File: src/rtl/wb_regfile.sv
// wb_regfile: write-back stage of the MEM/WB pipeline register.
// Commits results into the 32x32 architectural register file, serves two
// combinational ID read ports with write-through bypass, executes syscall
// (halt / display of $a0) and counts retired instructions.
// Optional build macro: WB_SYSCALL_COUNT_EN adds the saturating sys_count output.
module wb_regfile #(
    parameter int                 DATA_W    = 32,
    parameter logic [DATA_W-1:0]  HALT_CODE = 32'd10,
    parameter logic [DATA_W-1:0]  DISP_CODE = 32'd34
) (
    input  logic              clk,
    input  logic              rst,
    input  logic              go,
    input  logic              syscall,
    input  logic              WE,
    input  logic [4:0]        RW,
    input  logic [DATA_W-1:0] A,
    input  logic [DATA_W-1:0] w,
    input  logic [4:0]        ra,
    input  logic [4:0]        rb,
    output logic [DATA_W-1:0] qa,
    output logic [DATA_W-1:0] qb,
    output logic              halt,
    output logic              disp_valid,
    output logic [DATA_W-1:0] disp_data,
    output logic [31:0]       retired
`ifdef WB_SYSCALL_COUNT_EN
    ,
    output logic [15:0]       sys_count
`endif
);

    typedef enum logic {
        RUN,
        HALTED
    } state_t;

    state_t            state;
    logic [DATA_W-1:0] regs [32];
    logic              commit;
    logic              accept;

    // A is carried only for interface symmetry with MEM/WB
    logic              unused_a;
    assign unused_a = ^A;

    // A WB slot is accepted only while running; commit additionally needs a real destination
    assign accept = go & (state == RUN);
    assign commit = accept & WE & (RW != 5'd0);

    // Architectural register file; register 0 is never written
    always_ff @(posedge clk or posedge rst) begin
        if (rst) begin
            for (int unsigned i = 0; i < 32; i++) begin
                regs[i] <= '0;
            end
        end else if (commit) begin
            regs[RW] <= w;
        end
    end

    // Read ports: $zero, then same-cycle write-back bypass, then stored value
    always_comb begin
        qa = regs[ra];
        qb = regs[rb];
        if (commit && (RW == ra)) qa = w;
        if (commit && (RW == rb)) qb = w;
        if (ra == 5'd0) qa = '0;
        if (rb == 5'd0) qb = '0;
    end

    // Run/halt FSM with syscall execution and retirement counters (registered outputs)
    always_ff @(posedge clk or posedge rst) begin
        if (rst) begin
            state      <= RUN;
            halt       <= 1'b0;
            disp_valid <= 1'b0;
            disp_data  <= '0;
            retired    <= '0;
`ifdef WB_SYSCALL_COUNT_EN
            sys_count  <= '0;
`endif
        end else begin
            disp_valid <= 1'b0;
            case (state)
                RUN: begin
                    if (go) begin
                        retired <= retired + 32'd1;
                        // Decisions read the stored (pre-write) $v0/$a0
                        if (syscall) begin
`ifdef WB_SYSCALL_COUNT_EN
                            if (sys_count != 16'hFFFF) sys_count <= sys_count + 16'd1;
`endif
                            if (regs[2] == HALT_CODE) begin
                                state <= HALTED;
                                halt  <= 1'b1;
                            end else if (regs[2] == DISP_CODE) begin
                                disp_data  <= regs[4];
                                disp_valid <= 1'b1;
                            end
                        end
                    end
                end
                HALTED: begin
                    halt <= 1'b1;
                end
                default: begin
                    state <= RUN;
                    halt  <= 1'b0;
                end
            endcase
        end
    end

endmodule
File: config.mk
export PLATFORM = sky130hd
export DESIGN_NAME = wb_regfile
export DESIGN_NICKNAME = d
export VERILOG_FILES = /design/src/rtl/wb_regfile.sv
export SDC_FILE = /design/constraint.sdc
export NUM_CORES = 2
export LEC_CHECK = 0
export ABC_AREA = 1
export CORE_MARGIN = 4
export CORE_UTILIZATION = 25
export CTS_BUF_LIST = sky130_fd_sc_hd__clkbuf_16
export DETAILED_ROUTE_END_ITERATION = 12
export PLACE_DENSITY_LB_ADDON = 0.2
export REMOVE_ABC_BUFFERS = 1
export SLEW_MARGIN = 20
export SYNTH_ARGS = -nofsm -noshare
export SYNTH_HDL_FRONTEND = slang
export SYNTH_SLANG_ARGS = --single-unit
File: constraint.sdc
create_clock -name clk -period 40.6 [get_ports clk]
set_input_delay 8.12 -clock clk [delete_from_list [all_inputs] [get_ports clk]]
set_output_delay 8.12 -clock clk [all_outputs]
set_load 0.01 [all_outputs]
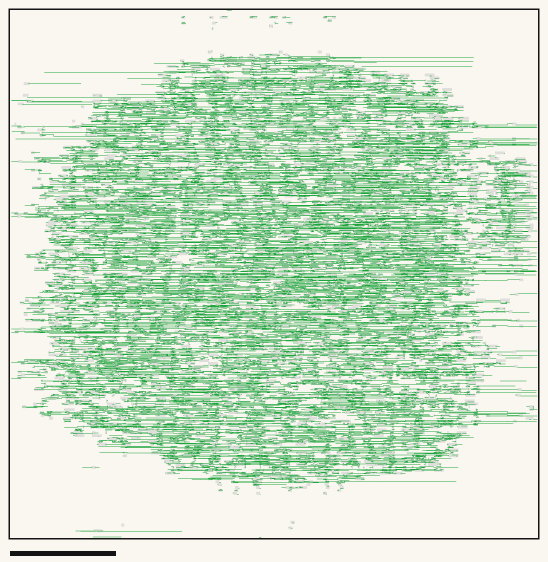
Figure 1: M1 wires.
Scale bar: 100 um. Cells faint in the background.
share of all routed wire: 46%
main direction: horizontal
wire length on this layer: 120 mm
via count: 56.5k
routed wire length: 258 mm
met1 GRT Util: 28.9%

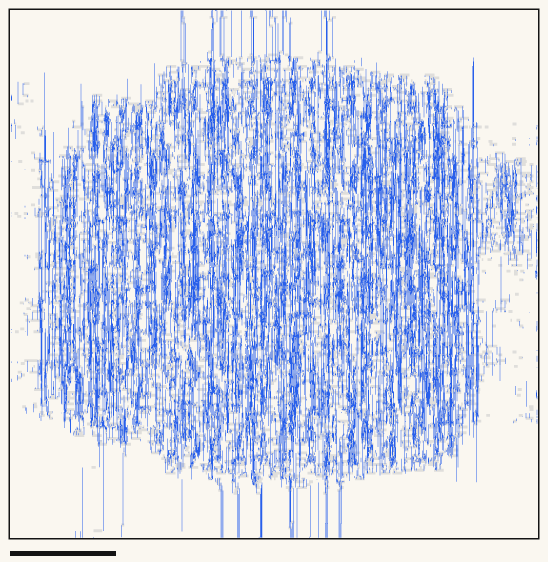
Figure 2: signal wires on met2.
Scale bar: 100 um. Cells faint in the background.
nets with wire on the layer: 5538
share of all routed wire: 44%
wire length on this layer: 113 mm
met2 global-route usage: 31.3%

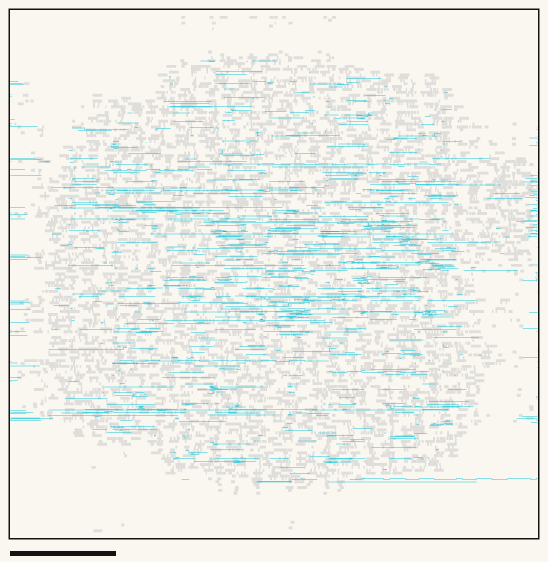
Figure 3: signal wires on met3.
Scale bar: 100 um. Cells faint in the background.
wire length on this layer: 18200 um
share of all routed wire: 7.0%
met3 track demand over resource in global routing: 3.43%

==> flow_metrics.tcl <==
# implementation run metrics
set metrics [dict create \
    status "finished clean" \
    final-seq-area_sq_mm 0.0273 \
    post_synth_main_area_contributors "dfrtp_1 (46%), nand2_1 (13%), o21ai_0 (13%)" \
    drtPass1Iterations 6 \
    fin_ws_ps 19870 \
    wl_per_cell_um 23.3 \
    cts.repair_timing.setup_buffer_count 0 \
    async_flop_share_pct 100 \
    floorplan.core_util_pct 25.2 \
    critPathCaptureType "output port" \
    worst-slew-pin-transition_ps 1160 \
    worst-r2r-setup-slack_ps 37230 \
    timing.critical_path.from "rb[2]" \
    maxClockFrequency_mhz 48.2 \
    placement.io_buffers 181 \
    final_design_area_no_fill_sq_mm 0.0678 \
    global_routing_usage_summed_across_all_routing_layers_pct 20.2 \
    grt_antenna_before_repair 7 \
    gpl.final_weighted_congestion 0.796 \
    post_cts_hold_buffer_count 0 \
    synthesis.area_sq_mm 0.0600 \
    cts_tree "yes" \
    worstReg2RegEnd "regs[600]$_DFFE_PP0P_" \
    utilization_pct 28.5 \
    dpl_cell_area_sq_mm 0.0637 \
    logic_area_sq_mm 0.0273 \
    most_common_cell "nand2_1" \
    synthDistinctLibCells 33 \
    power.density_mw_per_mm2 37.2 \
    clock-sinks 1091 \
    holdWs_ps 375 \
    arrival_time_of_data_at_the_critical_path_endpoint_ps 12610 \
    ys_cells 8142 \
    top_cells_by_count "nand2_1 (2085), o21ai_0 (1507), dfrtp_1 (1091)" \
    rsz0062_at_grt "false" \
    cts_max_path_buffers 3 \
    wire_length_of_the_first_global_routing_pass_mm 376 \
    yosysChipArea_sq_mm 0.0600 \
    finish.net_count 7885 \
    largest_area_cell "dfrtp_1" \
    synth.yosys.seq_area_share_pct 45.5 \
    syn_inst 8142 \
    global_route.overflow_total 0 \
    cts_buffers 136 \
    first_global_vias 52835 \
    vdd_drop_max_mv 0.0431 \
    timing.reg2reg.worst_path_depth 9 \
    post-place-ws_ps 19960 \
    maxSlewHeadroom_pct 22.8 \
    ys_warn_count 0 \
    synth-seq-cells 1091 \
    placementRows 179 \
    timing.final.max_slew_violations 0 \
    floorplan.core_area_sq_mm 0.238 \
    period_minus_slack_ps 20730 \
    r2r-start "state$_DFF_PP0_" \
    class_of_the_most_critical_hold_timing_path "register to register" \
    critPathCapture "qb[18]" \
    worst-path-max-fanout 38 \
    boundaryPins 214 \
    enable_flop_cells 0 \
    data_required_time_of_the_worst_path_ps 32480 \
    root_buffer "clkbuf_16" \
    route.detailed.drc 0 \
    hold_viol 0 \
    log.warning_count 85 \
    clk-insertion-delay-late_ps 800 \
    setup_viol 0 \
    drv.max_cap_violation_count 0 \
    fillCellCount 25929 \
    tns_ps 0 \
    clk_pin_slew_ps 60 \
    crit_path_start_kind "input pin" \
    yosys.area.top_type_share_pct 45.5 \
    fin_worst_skew_ps 39.2 \
    design.die.area_sq_mm 0.248 \
    viasPerCell 5.11 \
    average_instance_area_after_synthesis_sq_um 7.37 \
    static_leakage_nw 29.4 \
    htree_num_levels 4 \
    post_route_cells_drive_above_1_share_pct 4.82 \
    area_growth_pct 13.1 \
    final.period_utilization_pct 51.1 \
    timing.setup.critical_path_class "input pin to output port" \
    final_antenna_net_count 0 \
    ys_dominant_reg_cell "dfrtp_1" \
    grt_start_max_net_pins 235 \
    die_height_um 498 \
    post_cts_resize_count 0 \
    first_iter_violations 6438 \
    hpwlAfterDp_mm 142 \
    die_x_size_um 498 \
]
[layout make-up]
cell class                 count  share of cell area, %
antenna                        4                 0.0148
sequential                  1091                   40.2
timing repair buffer         289                   4.03
multi-input combinational   5652                   40.3
clock buffer                 137                   5.05
inverter                     630                   3.54
clock inverter               101                  0.998
tap                         3167                   5.84
[registers in the layout (all words and copies together) (netlist names)]
name	count
retired	32
disp_valid	1
regs	1024
disp_data	32
state	1
halt	1
[kinds of logic after synthesis]
family,share of synthesized area [%]
xor+xnor,0.453
fa+ha+maj,0.0209
flops,45.5
buf+inv,9.27
compound gates,24.4
simple gates,20.4
[where the power goes]
part	total [mW]	switching (mW)	leakage [nW]	internal, mW
registers	1.09	0	15.2	1.09
clock network	1.16	0.521	2.14	0.640
logic	0.278	0.204	12.1	0.0736
[placed cells by master, fill, tap and decap left out, types with 5 or more instances in the layout]
cell type / Yosys / routed
o21ai_0: 1507 / 1507
dfrtp_1: 1091 / 1091
xnor2_1: 11 / 11
clkinv_1: 0 / 32
buf_12: 0 / 6
nor2_1: 210 / 207
clkinv_2: 0 / 22
clkinv_8: 0 / 5
o21ai_1: 61 / 61
nor3_1: 21 / 19
clkbuf_16: 0 / 137
nand3_1: 574 / 574
nor4_1: 6 / 6
nand4_1: 17 / 17
a21oi_1: 507 / 507
nand2_4: 1 / 32
inv_1: 626 / 645
buf_4: 3 / 102
clkdlybuf4s50_1: 0 / 171
inv_2: 4 / 6
nor3_2: 4 / 6
nand2_1: 2085 / 2083
o211ai_1: 562 / 562
or2_2: 21 / 21
xor2_1: 20 / 20
[stage by stage]
| stage | cells | total power, mW |
|---|---|---|
| floorplan | 7373 | 1.23 |
| global placement | 10827 | 1.39 |
| detailed placement | 10828 | 1.39 |
| CTS | 11066 | 2.56 |
| global route | 11067 | 2.63 |
| finish | 11071 | 2.53 |
[routing by layer]
metal,GRT usage (%),share of wire (%),routed length [um],vias up
li1,-,-,-,26570
met3,3.43,7.0,18200,392
met1,28.9,46,120000,27576
met4,5.77,2.9,7550,0
met2,31.3,44,113000,1998
met5,0,0,0,-
[worst max-delay path, cell delays in order]
cell,delay [ps]
buf_6,430
buf_4,550
buf_4,570
xor2_1,190
nor3_1,110
nand2_4,410
buf_4,740
nand3_1,290
a21oi_1,410
clkdlybuf4s50_1,630
[worst min-delay path by stage]
stage,from,to,slack [ps],cells past startpoint
floorplan,regs[1009]$_DFFE_PP0P_,regs[1009]$_DFFE_PP0P_,350,0
global placement,regs[994]$_DFFE_PP0P_,regs[994]$_DFFE_PP0P_,360,0
detailed placement,regs[994]$_DFFE_PP0P_,regs[994]$_DFFE_PP0P_,370,0
CTS,regs[994]$_DFFE_PP0P_,regs[994]$_DFFE_PP0P_,380,0
global route,regs[1009]$_DFFE_PP0P_,regs[1009]$_DFFE_PP0P_,400,0
finish,regs[994]$_DFFE_PP0P_,regs[994]$_DFFE_PP0P_,380,0
No activity file was given, so power comes from the tool's default toggle rates.
